==> config.mk <==
export PLATFORM = sky130hd
export DESIGN_NAME = clint_irq_arbiter
export DESIGN_NICKNAME = d
export VERILOG_FILES = /design/src/rtl/clint_irq_arbiter.sv
export SDC_FILE = /design/constraint.sdc
export NUM_CORES = 1
export LEC_CHECK = 0
export ABC_CLOCK_PERIOD_IN_PS = 2900
export CAP_MARGIN = 20
export CELL_PAD_IN_SITES_DETAIL_PLACEMENT = 0
export CELL_PAD_IN_SITES_GLOBAL_PLACEMENT = 1
export CORE_MARGIN = 8
export CORE_UTILIZATION = 20
export CTS_BUF_LIST = sky130_fd_sc_hd__clkbuf_16
export DETAILED_ROUTE_END_ITERATION = 8
export GPL_TIMING_DRIVEN = 0
export PLACE_DENSITY = 0.86
export SLEW_MARGIN = 5
export SYNTH_ARGS = -nofsm -noshare
export SYNTH_HDL_FRONTEND = slang
export SYNTH_SLANG_ARGS = --single-unit
==> constraint.sdc <==
create_clock -name clk -period 2.9 [get_ports clk]
set_input_delay 0.435 -clock clk [delete_from_list [all_inputs] [get_ports clk]]
set_output_delay 0.435 -clock clk [all_outputs]
set_load 0.1 [all_outputs]
==> src/rtl/clint_irq_arbiter.sv <==
// Captures rising edges on the CLINT source lines, masks them with the enable register and
// presents one winner to the core as a valid/id request that is held until acknowledged.
module clint_irq_arbiter #(
   parameter int          N_SRC     = 4,
   parameter int          ID_W      = 2,
   parameter logic [31:0] BASE_ADDR = 32'h0000_2000,
   parameter bit          RR_EN     = 1'b0
) (
   input  logic             clk,
   input  logic             rst,
   input  logic [N_SRC-1:0] src_irq_i,
   input  logic             wr_en_i,
   input  logic [31:0]      addr_i,
   input  logic [31:0]      data_i,
   output logic             irq_valid_o,
   output logic [ID_W-1:0]  irq_id_o,
   input  logic             irq_ack_i,
   output logic [N_SRC-1:0] pend_o,
   output logic [N_SRC-1:0] enable_o
);

   typedef enum logic [1:0] {
      IDLE = 2'd0,
      REQ  = 2'd1,
      GAP  = 2'd2
   } state_t;

   localparam logic [ID_W-1:0] LAST_IDX = ID_W'(N_SRC - 1);

   state_t           state_q, state_d;
   logic [N_SRC-1:0] src_prev_q, src_prev_d;
   logic [N_SRC-1:0] pend_q, pend_d;
   logic [N_SRC-1:0] enable_q, enable_d;
   logic [ID_W-1:0]  rr_last_q, rr_last_d;
   logic             irq_valid_q, irq_valid_d;
   logic [ID_W-1:0]  irq_id_q, irq_id_d;

   logic [N_SRC-1:0] rise;
   logic [N_SRC-1:0] elig;
   logic [N_SRC-1:0] hi_mask;
   logic [N_SRC-1:0] elig_hi;
   logic [N_SRC-1:0] bus_clr;
   logic [N_SRC-1:0] ack_clr;
   logic [ID_W-1:0]  rr_start;
   logic [ID_W-1:0]  fixed_win;
   logic [ID_W-1:0]  rr_win;
   logic [ID_W-1:0]  winner;
   logic             en_wr;
   logic             clr_wr;
   logic             ack_accept;

   // Data bits above the source count have no register behind them.
   logic unused_data;
   assign unused_data = ^data_i[31:N_SRC];

   function automatic logic [ID_W-1:0] lowest_set(input logic [N_SRC-1:0] v);
      logic [ID_W-1:0] idx;
      idx = '0;
      for (int i = N_SRC - 1; i >= 0; i--) begin
         if (v[i]) idx = ID_W'(i);
      end
      return idx;
   endfunction

   always_comb begin
      rise   = src_irq_i & ~src_prev_q;
      en_wr  = wr_en_i && (addr_i == BASE_ADDR);
      clr_wr = wr_en_i && (addr_i == BASE_ADDR + 32'd4);
      elig   = pend_q & enable_q;
   end

   // Round-robin: prefer eligible sources at or above rr_last+1, otherwise wrap to the lowest.
   always_comb begin
      rr_start = (rr_last_q == LAST_IDX) ? '0 : rr_last_q + 1'b1;
      hi_mask  = '0;
      for (int i = 0; i < N_SRC; i++) begin
         hi_mask[i] = (i >= int'(rr_start));
      end
      elig_hi   = elig & hi_mask;
      fixed_win = lowest_set(elig);
      rr_win    = (|elig_hi) ? lowest_set(elig_hi) : fixed_win;
      winner    = RR_EN ? rr_win : fixed_win;
   end

   always_comb begin
      state_d     = state_q;
      irq_valid_d = irq_valid_q;
      irq_id_d    = irq_id_q;
      rr_last_d   = rr_last_q;
      ack_accept  = 1'b0;
      case (state_q)
         IDLE: begin
            if (|elig) begin
               irq_id_d    = winner;
               irq_valid_d = 1'b1;
               state_d     = REQ;
            end
         end
         REQ: begin
            if (irq_ack_i) begin
               ack_accept  = 1'b1;
               irq_valid_d = 1'b0;
               rr_last_d   = irq_id_q;
               state_d     = GAP;
            end
         end
         GAP: begin
            state_d = IDLE;
         end
         default: begin
            irq_valid_d = 1'b0;
            state_d     = IDLE;
         end
      endcase
   end

   // A new edge in the same cycle as a clear keeps the pending bit set.
   always_comb begin
      ack_clr = '0;
      for (int i = 0; i < N_SRC; i++) begin
         ack_clr[i] = ack_accept && (irq_id_q == ID_W'(i));
      end
      bus_clr    = clr_wr ? data_i[N_SRC-1:0] : '0;
      pend_d     = (pend_q & ~(ack_clr | bus_clr)) | rise;
      enable_d   = en_wr ? data_i[N_SRC-1:0] : enable_q;
      src_prev_d = src_irq_i;
   end

   always_ff @(posedge clk) begin
      if (rst) begin
         state_q     <= IDLE;
         src_prev_q  <= '0;
         pend_q      <= '0;
         enable_q    <= '0;
         rr_last_q   <= '0;
         irq_valid_q <= 1'b0;
         irq_id_q    <= '0;
      end else begin
         state_q     <= state_d;
         src_prev_q  <= src_prev_d;
         pend_q      <= pend_d;
         enable_q    <= enable_d;
         rr_last_q   <= rr_last_d;
         irq_valid_q <= irq_valid_d;
         irq_id_q    <= irq_id_d;
      end
   end

   assign irq_valid_o = irq_valid_q;
   assign irq_id_o    = irq_id_q;
   assign pend_o      = pend_q;
   assign enable_o    = enable_q;

endmodule

==> run summary, run 1 <==
Status on the layout run. Count of pins over their slew limit landed at 0. Row count landed at 23. DRC violation count after routing landed at 0. Of all power groups, the one with the highest power is clock. The power report attributes to the sequential group a share of 0.385. Routability congestion estimate from global placement landed at just over 0.7. Share of power burned in combinational logic landed at 0.207. Met1 track utilization from global routing landed at 0.0792. After clock tree synthesis, the flow added hold-fix buffers numbering 0.

The commonest register cell is dfxtp_1. In the log, the iteration count for the first detailed-route pass is 4. The number of nets in the synthesized netlist is between 150 and 200. Clock-pin transition on the worst setup and hold timing paths landed at around 0.05 ns.

The timing report shows that the slowest cell on the worst path is clkdlybuf4s50_1. In this run, the synthesized area fraction spent on adder and majority cells is recorded as 0. For this run the detailed placement stage logged an HPWL of ~2200 microns. Power density of the placed cells landed at 432 nW/um^2. Looking at the clock tree report, the H-tree level count equals 1. Combinational power landed at 134 uW. Clock insertion delay at the later pin of the skew report landed at 0.24 ns. The flow reports an fmax of ~0.45 GHz. The synthesized design contains 0 enable-type register cells. TritonCTS built the clock tree. Fraction of the mapped netlist area in compound gates landed at 0.152. Per the log, the first TritonRoute iteration ended with a DRC count of 29. In the Yosys report the total cell count is roughly 90. The number of antenna violations at the first check in global routing came to 0. Max-cap violations in this run came to 0.

Listed in order, past its start point the critical path passes clkdlybuf4s50_1. Synthesis warning total landed at 0. For this design, the sink count on the clock tree is 17. Average cell area after synthesis landed at 9.13 sq um. Multiplexer area fraction after synthesis landed at 0.0487. According to the Yosys statistics, the synthesized design has a chip area of approximately 800 sq um. Area growth from synthesis to final layout landed at 81.7%. Combined global-route utilization of all metal layers landed at 0.0849. For this run, global-route usage on met2 was measured as 0.155. Total number of vias landed at 880. Number of nets in the final layout landed at about 220. Yosys instantiated no cell more often than nand2_1. The run finished with clean final reports. The transition time recorded at the tightest slew-check pin is 0.988 ns. The final layout reports a setup TNS of 0 ns.

The tightest min-delay check is of the reg -> reg type. The total overflow left after global routing is 0. Number of fill cells in the layout landed at 425. Critical path's largest stage delay landed at roughly 1.2 ns. Per the detailed-route log, wirelength across all metal layers totals ~2500 microns.

Sequential element share of the synthesized area landed at 0.414. Fraction of post-synthesis cell area in the top cell type by area landed at 0.414. Share of the core filled by cells before placement landed at 0.207. Using the TritonRoute via totals, the vias-per-cell ratio works out to about 4.5. The largest total area in the synthesized netlist belongs to dfxtp_1.

For this design the top-level I/O count stands at between 80 and 90. Number of buffers inserted to repair setup after CTS landed at 0. In the final report, the number of endpoints failing setup comes to 0. In the synthesized netlist the async set-or-reset flop fraction comes to 0. Hold is met by between 0.4 and 0.5 ns.

The die is between 80 and 90 microns wide. The switching portion of total power comes to 0.236. Yosys reports that the most numerous cell types are nand2_1 (18), dfxtp_1 (17), inv_1 (7). For reference, the top logic cell family by area is simple AND/OR/NAND/NOR gates. Final critical path time including I/O delays and setup landed at between 2 and 2.5 ns. STA classifies the critical path endpoint as a primary output. Power share of the clock group landed at 0.409. Per the GRT log, the top usage layer is met2. Buffer-and-inverter tally for the worst setup path landed at 1. Synthesis-stage register bit count landed at 17. Clock tree synthesis inserted a total of 3 buffers.

In the layout the commonest cells are clkdlybuf4s50_1 (53), nand2_1 (18), dfxtp_1 (17). The netlist uses 24 different library cells. Hold violation total from the final report landed at 0. The worst setup path is launched from a register. Routed length per instance landed at 12.6 microns.

The die is approximately 80 microns tall. The script extracted a total leakage power of 0.513 nW. Max fanout on the critical path was recorded as 5.

The tree is rooted in a clkbuf_16. Net load switching power landed at ~150 uW. After floorplanning, the core was sized to cover 3970 sq um. Number of OpenROAD warnings landed at around 54. Setup repair after global routing left no endpoint under its margin. Pin count of the biggest net entering global routing landed at 11. Per the post-route antenna check, the number of violating nets is 0. Synthesized cell area landed at slightly above 800 sq um. Number of buffers added on ports landed at 53. Layout cell share with drive strength beyond 1 landed at 0.0748. The worst-case max-slew headroom was logged as 0.339. By startpoint and endpoint, the worst setup path is classified as reg -> out.

Across all register-to-register paths, the minimum setup slack is 1.48 ns. The arrival time of data at the worst endpoint is listed as roughly 1.8 ns. Share of the synthesized netlist area taken by xor and xnor gates landed at 0. Looking at the VDD voltage map, the peak drop is between 0.0002 and 0.0003 V. Total die size landed at approximately 6400 sq um. The first global-routing pass estimated 4290 microns of wire. The kind of cell with the highest combined delay along the critical path is buffers and inverters. Met3 track demand over resource in global routing landed at 0.0513. Cell internal power was estimated by the tool at 493 uW. The final timing summary puts the cycle share of the worst path at 0.775. Count of cells resized by post-cts repair landed at 0. Synthesized-area fraction occupied by and/or/nand/nor cells landed at 0.344. For the worst setup path, the data required time is 2.47 ns. The via count of the first global-routing pass came to between 900 and 1000. The number of antenna diodes in the final layout is 0. Ranked by total cell area, the synthesized netlist is headed by dfxtp_1 (41%), nand2_1 (8.2%), mux2i_1 (4.9%), nor4_2 (4.6%), o2bb2ai_1 (4.3%). No sink is reached through more buffers than the 2 on the longest clock path. Number of instances in the synthesized netlist landed at roughly 90.
## run 1: final cells by class
cell class,instances,area [sq um],area share
plain buffers,2,7.51,0.00503
clock buffers,3,75.1,0.0503
clock inverters,1,3.75,0.00251
inverters,7,26.3,0.0176
multi-input cells,64,448,0.300
flip-flops and latches,17,340,0.228
well taps,50,62.6,0.0419
repair buffers,53,531,0.355
## run 1: metrics by stage
stage / instance area [sq um] / std cells / power (mW) / setup WS, ns / utilization
2_1_floorplan: 822 / 90 / 0.310 / 0.819 / -
5_1_grt: 1490 / 197 / 0.677 / 0.598 / 0.376
4_1_cts: 1490 / 197 / 0.655 / 0.634 / 0.376
6_report: 1490 / 197 / 0.646 / 0.653 / 0.376
3_5_place_dp: 1420 / 193 / 0.388 / 0.860 / 0.356
3_3_place_gp: 1420 / 193 / 0.386 / 0.881 / 0.356
## run 1: path summary, 6_finish.rpt
check                    from     endpoint  depth (start not counted)
setup reg to reg    pend_o[3]  irq_id_o[0]                          4
setup / recovery  irq_id_o[1]  irq_id_o[1]                          1
hold / removal    irq_valid_o  irq_valid_o                          2
hold reg to reg   irq_valid_o  irq_valid_o                          2
## run 1: flip-flops by register name (all words and copies together) (netlist names)
signal / count
enable_o: 4
pend_o: 4
src_prev_q: 4
irq_id_o: 2
state_q: 2
irq_valid_o: 1
## run 1: per-layer routing
layer | vias up | wire [microns] | share of wire
met3 | 0 | 266 | 0.11
met4 | 0 | 0 | 0
li1 | 445 | - | -
met2 | 30 | 1320 | 0.53
met5 | - | 0 | 0
met1 | 405 | 900 | 0.36
## run 1: cells by family (layout without fill, tap and decap cells)
kind of cell | after synthesis | in the layout
simple gates | 44 | 44
flops | 17 | 17
compound gates | 16 | 16
buf+inv | 9 | 66
mux | 4 | 4
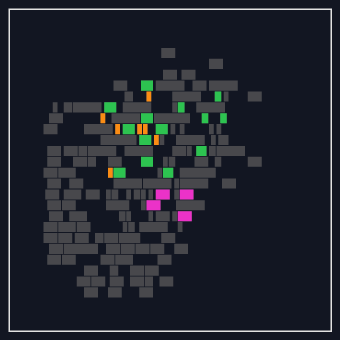
Run 1: logic cells by family
Drawn at 4 px/micron.
legend:
  magenta:
    family: multiplexers
    cells: 4
    most_used: mux2i_1
    where: centre
  green:
    family: inverting AOI/OAI gates
    cells: 14
  orange:
    family: inverters
    cells: 7
    most_used: inv_1
most common cell after layout, fill and taps aside: clkdlybuf4s50_1
logic share of the area: 0.300
number of cells in the finished layout apart from fillers: 197

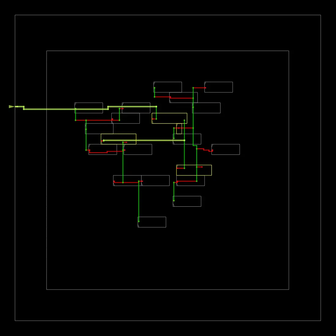
Run 1: clock wiring as the flow saved it
Max Clock Skew: 0.000682 ns
number of sequential cells: 17
clock-net power: 264 uW

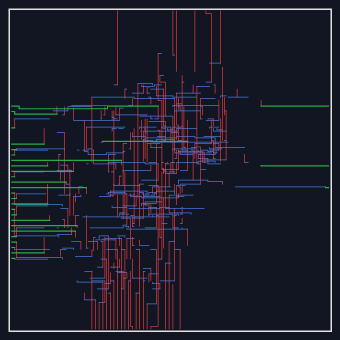
Run 1: wiring by layer
Drawn at 4 px/micron.
legend:
  blue:
    layer: met1
    wire_length: 900 microns
  red:
    layer: met2
    wire_length: 1320 microns
  green:
    layer: met3
    wire_length: 267 microns

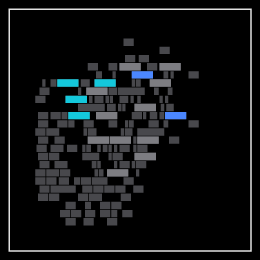
Run 1: where the registers sit
Drawn at 3 px/micron. Other sequential cells in the stronger grey, the rest of the logic in the fainter grey.
legend:
  cyan:
    netlist_name: `src_prev_q`
    sequential_cells: 4
  blue:
    netlist_name: `irq_id_o`
    sequential_cells: 2
footprint of the flip-flops and latches: 340 sq um
Final Core Density: 0.376
flip-flop and latch power: 249 uW
fraction of area in registers: 0.228

==> run 2, diff against run 1 <==
--- a/config.mk
+++ b/config.mk
@@ -5,16 +5,16 @@
 export SDC_FILE = /design/constraint.sdc
 export NUM_CORES = 1
 export LEC_CHECK = 0
-export ABC_CLOCK_PERIOD_IN_PS = 2900
+export ABC_CLOCK_PERIOD_IN_PS = 2000
 export CAP_MARGIN = 20
 export CELL_PAD_IN_SITES_DETAIL_PLACEMENT = 0
 export CELL_PAD_IN_SITES_GLOBAL_PLACEMENT = 1
 export CORE_MARGIN = 8
-export CORE_UTILIZATION = 20
+export CORE_UTILIZATION = 17
 export CTS_BUF_LIST = sky130_fd_sc_hd__clkbuf_16
 export DETAILED_ROUTE_END_ITERATION = 8
 export GPL_TIMING_DRIVEN = 0
-export PLACE_DENSITY = 0.86
+export PLACE_DENSITY = 0.78
 export SLEW_MARGIN = 5
 export SYNTH_ARGS = -nofsm -noshare
 export SYNTH_HDL_FRONTEND = slang
==> constraint.sdc (replaced) <==
create_clock -name clk -period 2 [get_ports clk]
set_input_delay 0.3 -clock clk [delete_from_list [all_inputs] [get_ports clk]]
set_output_delay 0.3 -clock clk [all_outputs]
set_load 0.1 [all_outputs]
==> run 2 against run 1 <==
Combinational power is 41% higher. Non-clock buffer count stayed put. Final cell count is 2.0% higher. Sequential power is 45% higher. Count of clock-buffer cells in the layout stayed put. Register-to-register slack worse by 0.83 ns. First-iteration DRC count is 17% higher. Largest cell class unchanged. Clock skew hardly changed. Sequential cell count stayed put. Critical endpoint is now irq_id_o[0]. Utilization is 5.9 points lower. Design area is 0.25% lower. Highest routed layer is now met4. Worst hold slack worse by 0.015 ns. Largest power group unchanged.
==> run summary, run 2 <==
Status on the layout run. The horizontal die dimension came to 85.5 microns (+6.8%). The DRC violation count after routing came to 0 (unchanged). The total placed instance area is 1430 sq um (+0.71%). The worst path needs approximately 1.8 ns of the cycle, external delays included.

The post-synthesis cell count from yosys was 90 (unchanged). In this run the critical path is formed by dlygate4sd2_1. Clock tree skew after final layout landed at 0.00103 ns (+0.000345 ns). Total die size landed at 7320 sq um (+14%). Of the available clock period, the critical path in the final layout requires 0.921. In this design, the largest share of critical-path delay is due to buffers and inverters. Count of pins over their slew limit landed at 0 (unchanged). Total clock sinks landed at 17 (unchanged).

Layout cell share with drive strength beyond 1 landed at 0.102 (+0.0272). Met2 demand-to-capacity share in global routing landed at 0.121 (-0.0346). Actual transition at the worst max-transition pin landed at 0.972 ns (-0.0168 ns). Number of nets in the final layout landed at 220 (unchanged).

In this run the layout overhead on the synthesized area is reported as 81.3%. The endpoint required time on the critical path is 1.70 ns (-0.77 ns). The hold violation total from the final report came to 0 (unchanged).

The power after layout came to 944 uW (+46%). The max-capacitance violation count was 0 (unchanged). The slowest stage of the critical path is the dlygate4sd2_1 cell. The total number of vias came to 872 (-0.91%).

In the synthesized netlist the dominant register cell turns out to be dfxtp_1. The number of top-level design ports was 83 (unchanged). Maximum clock rate landed at ~0.54 GHz.

Combined global-route utilization of all metal layers landed at 0.0728 (-0.0121). Global-route wire length before repair landed at 4210 microns (-1.9%). Total wirelength of the detailed-routed design landed at 2550 microns (+2.6%). The total overflow reported by the global router came to 0 (unchanged). TritonCTS built the clock tree.

Number of instances in the synthesized netlist landed at 90 (unchanged). The share of power burned in combinational logic is 0.200 (-0.007). Counting only logic cells after layout, the most numerous master is clkdlybuf4s50_1. Of all cell types, the one taking the most synthesized area is dfxtp_1. Post-synth area from yosys stat landed at 822 sq um (unchanged). Routed length on met2 landed at 1250 microns (-5.4%). The met1 track utilization from global routing came to 0.0767 (-0.00250). Fraction of post-synthesis cell area in the top cell type by area landed at 0.414 (unchanged). Number of buffers added on ports landed at 53 (unchanged). The peak ir drop on the vdd network is 0.000236 V (-7.8%). Net load switching power landed at 233 uW (+52%). Number of antenna violations at the first check in global routing landed at 0 (unchanged). Antenna diode count landed at 0 (unchanged). The average cell area after synthesis came to 9.13 sq um (unchanged).

Number of buffers inserted to repair setup after CTS landed at 0 (unchanged). By count the netlist is led by nand2_1 (18), dfxtp_1 (17), inv_1 (7). The switching fraction of total power came to 0.246 (+0.0100). Maximum buffer depth of the clock tree landed at 2 (unchanged).

Post-synthesis async set-or-reset flop share landed at 0 (unchanged). Detailed-routed wire length on met3 landed at 196 microns (-26%). In the layout the commonest cells are clkdlybuf4s50_1 (42), nand2_1 (18), dfxtp_1 (13). The total of endpoints with negative setup slack in the final report is 0 (unchanged). The synthesis warning total is 0 (unchanged).

Pin count of the biggest net entering global routing landed at 11 (unchanged). The share of the core filled by cells before placement is 0.175 (-0.0318). Level count of the clock H-tree landed at 1 (unchanged).

The sum of negative setup slack is 0 ns (unchanged). The flow ran to the end, and the final reports show no timing, DRC or antenna violations. The detailed router's first-iteration violation count came to 34 (+17%). Top fanout value on the critical path landed at 5 (unchanged). STA reports the tightest min-delay check as being of type in -> reg. The utilization of the core after routing is 0.318 (-0.0586). Setup repair after global routing left no endpoint under its margin. Buffer-and-inverter tally for the worst setup path landed at 1 (unchanged). Data arrival at the endpoint of the critical path landed at 1.54 ns (-0.27 ns). The number of OpenROAD warnings was 54 (unchanged). Tally of unique sky130hd cells used after synthesis landed at 24 (unchanged). The remaining antenna violation count after routing is 0 (unchanged). Post-DP HPWL landed at 2210 microns (unchanged). Number of fill cells in the layout landed at 486 (+14%). Row count landed at 25 (+8.7%). Count of TritonRoute iterations in the first routing pass landed at 4 (unchanged). The clock-pin transition on the worst setup and hold timing paths was 0.05 ns (about the same). The synthesis-stage register bit count came to 17 (unchanged). Routability congestion estimate from global placement landed at 0.715 (+0.97%).

Wire length the detailed router placed on met1 landed at 1040 microns (+15%). The leakage power is 0.559 nW (+9.0%). Global route summary, busiest routing layer listed as met2. Clock tree synthesis selected as its root buffer the cell clkbuf_16. nand2_1 is the most common cell in the netlist. Synthesized cell area landed at 822 sq um (unchanged). Worst slew margin relative to its limit landed at 0.355 (+0.0158). Sequential group share of total power landed at 0.381 (-0.004). The post-layout instance area was 1490 sq um (-0.25%). The power density of the placed cells was 634 nW/um^2 (+47%).

STA classifies the critical path startpoint as a register. The power share of the clock group was 0.419 (+0.010). The worst setup path is captured at a primary output.

By area the synthesized netlist is led by dfxtp_1 (41%), nand2_1 (8.2%), mux2i_1 (4.9%), nor4_2 (4.6%), o2bb2ai_1 (4.3%). The via count of the first global-routing pass is 912 (-4.7%). Number of enable flip-flop cells landed at 0 (unchanged). The sequential element share of the synthesized area was 0.414 (unchanged).

The final hold slack was 0.434 ns (-0.0155 ns). Die boundary height landed at 85.5 microns (+6.8%). Met3 track demand over resource in global routing landed at 0.0229 (-0.0284). Critical path's largest stage delay landed at 0.89 ns (-0.28 ns). The via density per instance came to 4.34 (-2.9%). The post-synthesis net count was 162 (unchanged). The area of the core was 4690 sq um (+18%). The routed length per instance is 12.7 microns (+0.58%). Internal cell power landed at 712 uW (+44%). Looking at the setup timing report, the critical path kind is reg -> out. Routed signal wires occupy layers up through met4.
==> run 2: cell counts after synthesis <==
Identical to the previous run, type by type.
==> run 2: cells by family after synthesis <==
logic type,synth area share
buffers and inverters,0.0411
AND-OR/OR-AND,0.152
multiplexers,0.0487
flip-flops,0.414
AND/OR/NAND/NOR,0.344
==> run 2: area by class of cell <==
| type | instances | area (sq um) | share of cell area |
|---|---|---|---|
| multi-input cells | 64 | 448 | 0.301 |
| clock inverters | 1 | 3.75 | 0.00252 |
| flip-flops and latches | 17 | 345 | 0.232 |
| clock buffers | 3 | 75.1 | 0.0504 |
| plain buffers | 2 | 7.51 | 0.00504 |
| inverters | 7 | 26.3 | 0.0176 |
| repair buffers | 53 | 517 | 0.347 |
| well taps | 54 | 67.6 | 0.0453 |
==> run 2: repair_timing <==
item / in CTS / in global routing
endpoints found under the setup margin: 11 / 0
gates resized: 11 / 0
hold buffers: 0 / 0
==> run 2: power by group through the flow <==
stage                     clock network [mW]  registers [mW]  logic, mW
final                                  0.395           0.360      0.189
after global routing                   0.421           0.362      0.201
after CTS                              0.407           0.360      0.191
after detailed placement                   0           0.367      0.196
after global placement                     0           0.367      0.194
after floorplan                            0           0.423     0.0278
==> run 2: path summary, 6_finish.rpt <==
path | from | endpoint | slack (ns) | depth (start not counted)
worst max register to register | enable_o[3] | irq_id_o[0] | 0.65 | 4
worst min register to register | irq_valid_o | irq_valid_o | 0.45 | 2
worst min-delay path | rst | state_q[1] | 0.43 | 2
worst max-delay path | irq_id_o[0] | irq_id_o[0] | 0.16 | 1
==> run 2: through the flow <==
stage          setup WS (ns)  cells
5_1_grt                0.117    201
6_report               0.159    201
2_1_floorplan         0.0536     90
4_1_cts                0.160    201
3_5_place_dp          0.0668    197
3_3_place_gp          0.0534    197
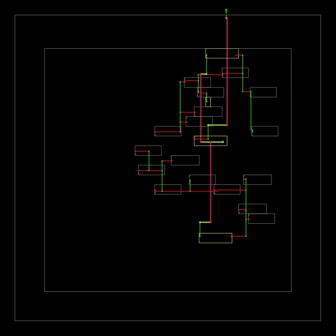
Run 2: clock wiring as the flow saved it
Skew-Pair Late Insertion Delay: 0.25 ns
tally of clock buffers in the finished layout: 3
Inserted Clock Buffers: 3

Power and IR drop assume default switching activity.
